==> src/rtl/mixer4_if.sv <==
// Voice/gain inputs and mixed-sample outputs of the four-channel mixer.
// master drives frames and voices in; slave is the mixer itself.
interface mixer4_if #(
  parameter int BITSIZE  = 24,
  parameter int GAINBITS = 8
);
  logic                       lrclk;
  logic signed [BITSIZE-1:0]  in_1;
  logic signed [BITSIZE-1:0]  in_2;
  logic signed [BITSIZE-1:0]  in_3;
  logic signed [BITSIZE-1:0]  in_4;
  logic [GAINBITS-1:0]        gain_1;
  logic [GAINBITS-1:0]        gain_2;
  logic [GAINBITS-1:0]        gain_3;
  logic [GAINBITS-1:0]        gain_4;
  logic signed [BITSIZE-1:0]  out;
  logic                       out_valid;
  logic                       clip;
  logic                       busy;
  logic                       overrun;

  modport master (
    output lrclk, in_1, in_2, in_3, in_4, gain_1, gain_2, gain_3, gain_4,
    input  out, out_valid, clip, busy, overrun
  );

  modport slave (
    input  lrclk, in_1, in_2, in_3, in_4, gain_1, gain_2, gain_3, gain_4,
    output out, out_valid, clip, busy, overrun
  );
endinterface

==> src/rtl/mixer4.sv <==
// Four-channel gain-weighted mixer: latch on lrclk rise, 4-cycle MAC, saturate.
// Latency 5 bclk from edge to out_valid; no backpressure, edges while busy are dropped and flag overrun.
module mixer4 #(
  parameter int BITSIZE  = 24,
  parameter int GAINBITS = 8
) (
  input  logic     bclk,
  input  logic     reset,
  mixer4_if.slave  bus
);
  localparam int PW = BITSIZE + GAINBITS + 1;
  localparam int AW = BITSIZE + GAINBITS + 3;
  localparam logic signed [AW-1:0] MAXV = {{(AW-BITSIZE+1){1'b0}}, {(BITSIZE-1){1'b1}}};
  localparam logic signed [AW-1:0] MINV = ~MAXV;

  typedef enum logic [1:0] {IDLE, MAC, OUT} state_t;

  state_t                     state;
  state_t                     state_nxt;
  logic                       lr_d;
  logic                       frame_edge;
  logic [1:0]                 k;
  logic signed [BITSIZE-1:0]  in_sh   [4];
  logic [GAINBITS-1:0]        gain_sh [4];
  logic signed [AW-1:0]       acc;
  logic signed [PW-1:0]       a_ext;
  logic signed [PW-1:0]       g_ext;
  logic signed [PW-1:0]       prod;
  logic signed [AW-1:0]       shifted;
  logic signed [BITSIZE-1:0]  sat;
  logic                       sat_hit;
  logic                       latch;
  logic                       mac_en;
  logic                       out_en;
  logic signed [BITSIZE-1:0]  out_q;
  logic                       out_valid_q;
  logic                       clip_q;
  logic                       busy_q;
  logic                       overrun_q;

  assign frame_edge = bus.lrclk & ~lr_d;

  // Gain is unsigned, so it gets a zero sign bit before the signed multiply.
  assign a_ext   = PW'(in_sh[k]);
  assign g_ext   = PW'($signed({1'b0, gain_sh[k]}));
  assign prod    = a_ext * g_ext;
  assign shifted = acc >>> (GAINBITS - 1);

  always_comb begin
    sat     = shifted[BITSIZE-1:0];
    sat_hit = 1'b0;
    if (shifted > MAXV) begin
      sat     = MAXV[BITSIZE-1:0];
      sat_hit = 1'b1;
    end else if (shifted < MINV) begin
      sat     = MINV[BITSIZE-1:0];
      sat_hit = 1'b1;
    end
  end

  always_comb begin
    state_nxt = state;
    latch     = 1'b0;
    mac_en    = 1'b0;
    out_en    = 1'b0;
    case (state)
      IDLE: if (frame_edge) begin
        latch     = 1'b1;
        state_nxt = MAC;
      end
      MAC: begin
        mac_en = 1'b1;
        if (k == 2'd3) state_nxt = OUT;
      end
      OUT: begin
        out_en    = 1'b1;
        state_nxt = IDLE;
      end
      default: state_nxt = IDLE;
    endcase
  end

  always_ff @(posedge bclk or posedge reset) begin
    if (reset) state <= IDLE;
    else       state <= state_nxt;
  end

  // lr_d resets high so a level already high at release is not seen as an edge.
  always_ff @(posedge bclk or posedge reset) begin
    if (reset) begin
      lr_d        <= 1'b1;
      k           <= 2'd0;
      acc         <= '0;
      out_q       <= '0;
      out_valid_q <= 1'b0;
      clip_q      <= 1'b0;
      busy_q      <= 1'b0;
      overrun_q   <= 1'b0;
      for (int i = 0; i < 4; i++) begin
        in_sh[i]   <= '0;
        gain_sh[i] <= '0;
      end
    end else begin
      lr_d        <= bus.lrclk;
      busy_q      <= (state != IDLE);
      out_valid_q <= out_en;
      clip_q      <= out_en & sat_hit;
      if (frame_edge && state != IDLE) overrun_q <= 1'b1;
      if (latch) begin
        in_sh[0]   <= bus.in_1;
        in_sh[1]   <= bus.in_2;
        in_sh[2]   <= bus.in_3;
        in_sh[3]   <= bus.in_4;
        gain_sh[0] <= bus.gain_1;
        gain_sh[1] <= bus.gain_2;
        gain_sh[2] <= bus.gain_3;
        gain_sh[3] <= bus.gain_4;
        acc        <= '0;
        k          <= 2'd0;
      end
      if (mac_en) begin
        acc <= acc + AW'(prod);
        k   <= k + 2'd1;
      end
      if (out_en) out_q <= sat;
    end
  end

  assign bus.out       = out_q;
  assign bus.out_valid = out_valid_q;
  assign bus.clip      = clip_q;
  assign bus.busy      = busy_q;
  assign bus.overrun   = overrun_q;
endmodule

==> src/flat_wrapper.sv <==
// flat-port wrapper written by rule: the top's interface ports become plain ports
module mixer4_flat 
#(
  parameter int BITSIZE  = 24,
  parameter int GAINBITS = 8
)
  (bclk, reset, bus_lrclk, bus_in_1, bus_in_2, bus_in_3, bus_in_4, bus_gain_1, bus_gain_2, bus_gain_3, bus_gain_4, bus_out, bus_out_valid, bus_clip, bus_busy, bus_overrun);
  mixer4_if #(.BITSIZE(BITSIZE), .GAINBITS(GAINBITS)) bus_i ();
  input  logic bclk;
  input  logic reset;
  input wire logic [$bits(bus_i.lrclk)-1:0] bus_lrclk;
  input wire logic [$bits(bus_i.in_1)-1:0] bus_in_1;
  input wire logic [$bits(bus_i.in_2)-1:0] bus_in_2;
  input wire logic [$bits(bus_i.in_3)-1:0] bus_in_3;
  input wire logic [$bits(bus_i.in_4)-1:0] bus_in_4;
  input wire logic [$bits(bus_i.gain_1)-1:0] bus_gain_1;
  input wire logic [$bits(bus_i.gain_2)-1:0] bus_gain_2;
  input wire logic [$bits(bus_i.gain_3)-1:0] bus_gain_3;
  input wire logic [$bits(bus_i.gain_4)-1:0] bus_gain_4;
  output wire logic [$bits(bus_i.out)-1:0] bus_out;
  output wire logic [$bits(bus_i.out_valid)-1:0] bus_out_valid;
  output wire logic [$bits(bus_i.clip)-1:0] bus_clip;
  output wire logic [$bits(bus_i.busy)-1:0] bus_busy;
  output wire logic [$bits(bus_i.overrun)-1:0] bus_overrun;
  assign bus_i.lrclk = bus_lrclk;
  assign bus_i.in_1 = bus_in_1;
  assign bus_i.in_2 = bus_in_2;
  assign bus_i.in_3 = bus_in_3;
  assign bus_i.in_4 = bus_in_4;
  assign bus_i.gain_1 = bus_gain_1;
  assign bus_i.gain_2 = bus_gain_2;
  assign bus_i.gain_3 = bus_gain_3;
  assign bus_i.gain_4 = bus_gain_4;
  assign bus_out = bus_i.out;
  assign bus_out_valid = bus_i.out_valid;
  assign bus_clip = bus_i.clip;
  assign bus_busy = bus_i.busy;
  assign bus_overrun = bus_i.overrun;
  mixer4 #(.BITSIZE(BITSIZE), .GAINBITS(GAINBITS)) u_core (.bclk(bclk), .reset(reset), .bus(bus_i));
endmodule
==> config.mk <==
export PLATFORM = sky130hd
export DESIGN_NAME = mixer4_flat
export DESIGN_NICKNAME = d
export VERILOG_FILES = /design/src/rtl/mixer4_if.sv /design/src/rtl/mixer4.sv /design/src/flat_wrapper.sv
export SDC_FILE = /design/constraint.sdc
export NUM_CORES = 1
export LEC_CHECK = 0
export ABC_CLOCK_PERIOD_IN_PS = 8400
export CAP_MARGIN = 30
export CORE_MARGIN = 3
export CORE_UTILIZATION = 30
export DETAILED_ROUTE_END_ITERATION = 10
export PLACE_DENSITY = 0.52
export SLEW_MARGIN = 25
export SYNTH_ARGS = -nofsm -noshare
export SYNTH_HDL_FRONTEND = slang
export SYNTH_SLANG_ARGS = --single-unit
==> constraint.sdc <==
create_clock -name bclk -period 8.4 [get_ports bclk]
set_input_delay 1.26 -clock bclk [delete_from_list [all_inputs] [get_ports bclk]]
set_output_delay 1.26 -clock bclk [all_outputs]
set_load 0.01 [all_outputs]
logic_types.png
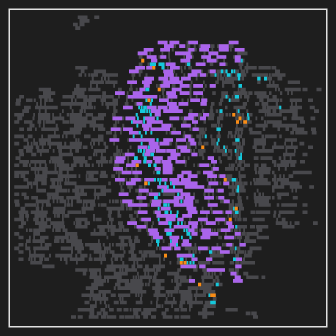
Key: nor cells = cyan [cells 148, most used nor2_1]; and/or cells = orange [cells 19, most used and2_1]; fa/ha/maj cells = purple [cells 259, most used fa_1]
Comb/total area: 0.5262
dominant logic cell type in the layout: nand2_1
Post-Layout Cell Count: 2,693

==> results.json <==
{
  "grt_pass1_vias": 12720,
  "clock_path_buffers": 2,
  "core_sq_um": 52870,
  "ys_area_sq_um": 16150,
  "synthToLayoutAreaGrowth_pct": 17.90,
  "root_buffer": "clkbuf_16",
  "gp_congestion": 0.8480,
  "edf_count": 0,
  "cap_violations": 0,
  "cp_common_cell": "fa_1",
  "slew_headroom": 0.4083,
  "warning_count": 29,
  "worstMarginPinSlew_ps": 887.5,
  "drt_first_iter_violations": 679,
  "end_kind": "flop",
  "synth_area_sq_um": 16150,
  "die_width_um": 238.0,
  "clk_pin_slew_ps": 80,
  "nNetsFinal": 2382,
  "die_h_um": 238.0,
  "yosys.stat.seqShare": 0.3038,
  "post-route-period-util": 0.8123,
  "fp_util": 0.3055,
  "netlist_instances": 1874,
  "outcome": "completed",
  "drive_gt1_frac": 0.04691,
  "cp-start-kind": "flop",
  "logic_area_sq_um": 10020,
  "reg2reg_depth": 21,
  "syn_nets": 2264,
  "ff_type": "dfrtp_1",
  "clkSinkCount": 196,
  "dr.pass1.iters": 5,
  "post-cts-setup-buffers": 0,
  "synth.distinct_cells": 52,
  "gr-usage-all-layers": 0.1510,
  "stdcell_area_sq_um": 19040,
  "yosysWarnings": 0,
  "hold_start": "u_core.bus.out[7]$_DFFE_PP0P_",
  "grt_pass1_wl_mm": 68.59,
  "max_stage_delay_ps": 640,
  "slowest_stage": "o21ai_1",
  "min_path_cells": 2,
  "skew_ps": 15.12,
  "dpl_cell_area_sq_um": 18470,
  "hold_viol": 0,
  "area.sequential_sq_um": 4908,
  "row_count": 84,
  "drcViolationCount": 0,
  "worstSetupPathType": "reg2reg",
  "avgRoutedWirePerCell_um": 15.23,
  "die_area_sq_um": 56660,
  "cts_made_buffers": 17,
  "antenna_left": 0,
  "grt_overflow": 0,
  "ios": 159
}
flops_by_reg.png
The bar under the picture is 50 um long. Other sequential cells in the stronger gray, the rest of the logic in the fainter gray.
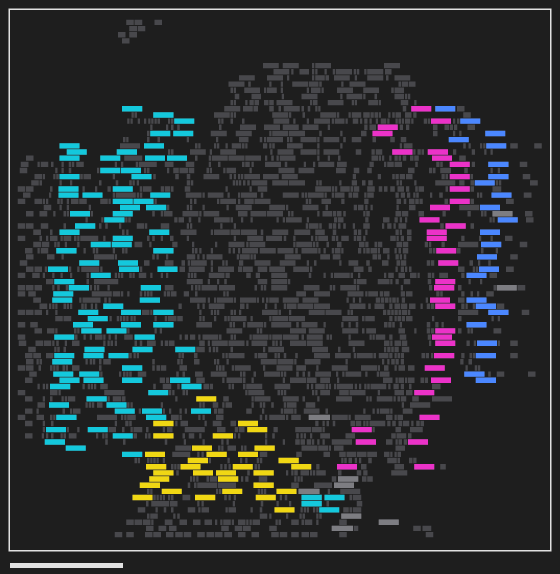
Key: `u_core.bus.out` = blue [placed flops 24]; `u_core.gain_sh` = yellow [placed flops 32, where bottom center]; `u_core.acc` = magenta [placed flops 35]; `u_core.in_sh` = cyan [placed flops 96]
Another 9 sequential cells are not colored.
final core occ: 0.3602
flop share of the area: 0.2578

metrics by stage:
step | worst slack, ps | cells | util | hold WS (ps)
2_1_floorplan | 1801 | 1874 | - | 440.1
3_3_place_gp | 1522 | 2660 | 0.3489 | 452.8
3_5_place_dp | 1592 | 2661 | 0.3493 | 455.5
4_1_cts | 1575 | 2692 | 0.3601 | 471.1
5_1_grt | 1094 | 2693 | 0.3602 | 491.3
6_report | 1577 | 2693 | 0.3602 | 463.4
sequential cells by signal (all words and copies together), names as in the netlist:
signal                flops
u_core.bus.out_valid      1
u_core.bus.out           24
u_core.bus.busy           1
u_core.k                  2
u_core.bus.overrun        1
u_core.bus.clip           1
u_core.acc               35
u_core.lr_d               1
u_core.gain_sh           32
u_core.in_sh             96
u_core.state              2
layout make-up:
| cell class | instances | area share |
|---|---|---|
| Antenna cell | 1 | 0.0001314 |
| Tap cell | 688 | 0.04521 |
| Inverter | 254 | 0.05047 |
| Timing Repair Buffer | 174 | 0.09042 |
| Sequential cell | 196 | 0.2578 |
| Clock inverter | 11 | 0.006308 |
| Multi-Input combinational cell | 1349 | 0.5262 |
| Clock buffer | 20 | 0.02346 |
metal layers:
layer	routed length (um)	global-route usage
met1	21130	0.2306
met2	17610	0.2260
met3	1859	0.01988
met4	411	0.03793
met5	0	0
path summary, 6_finish.rpt:
kind | to | slack (ps)
min in group asynchronous | u_core.bus.busy$_DFF_PP0_ | 1280
worst min register to register | u_core.bus.out[7]$_DFFE_PP0P_ | 460
worst max-delay path | u_core.acc[30]$_DFFE_PP0P_ | 1580
worst min-delay path | u_core.bus.out[7]$_DFFE_PP0P_ | 460
max in group asynchronous | u_core.acc[7]$_DFFE_PP0P_ | 5940
worst max register to register | u_core.acc[30]$_DFFE_PP0P_ | 1580
cells in the mapped netlist (13+ instances only):
library cell / n / area, sq um
nand2_1: 591 / 2218
fa_1: 183 / 3664
o21ai_0: 84 / 420.4
o21a_1: 23 / 172.7
nor2_1: 124 / 465.5
clkbuf_1: 61 / 229.0
ha_1: 76 / 950.9
a21oi_1: 37 / 185.2
inv_1: 254 / 953.4
nand3_1: 30 / 150.1
nor2b_1: 13 / 81.33
mux2i_1: 25 / 250.2
dfrtp_1: 195 / 4880
xor2_1: 13 / 113.9
mux2_2: 24 / 270.3
logic make-up after synthesis:
| kind of cell | count (synthesis) | synth area share |
|---|---|---|
| DFF | 196 | 0.3038 |
| muxes | 58 | 0.04478 |
| AOI/OAI and AO/OA | 206 | 0.07786 |
| xor gates and xnor gates | 25 | 0.01356 |
| buffers and inverters | 329 | 0.07739 |
| adders and majority gates | 259 | 0.2857 |
| and+or+nand+nor | 801 | 0.1969 |
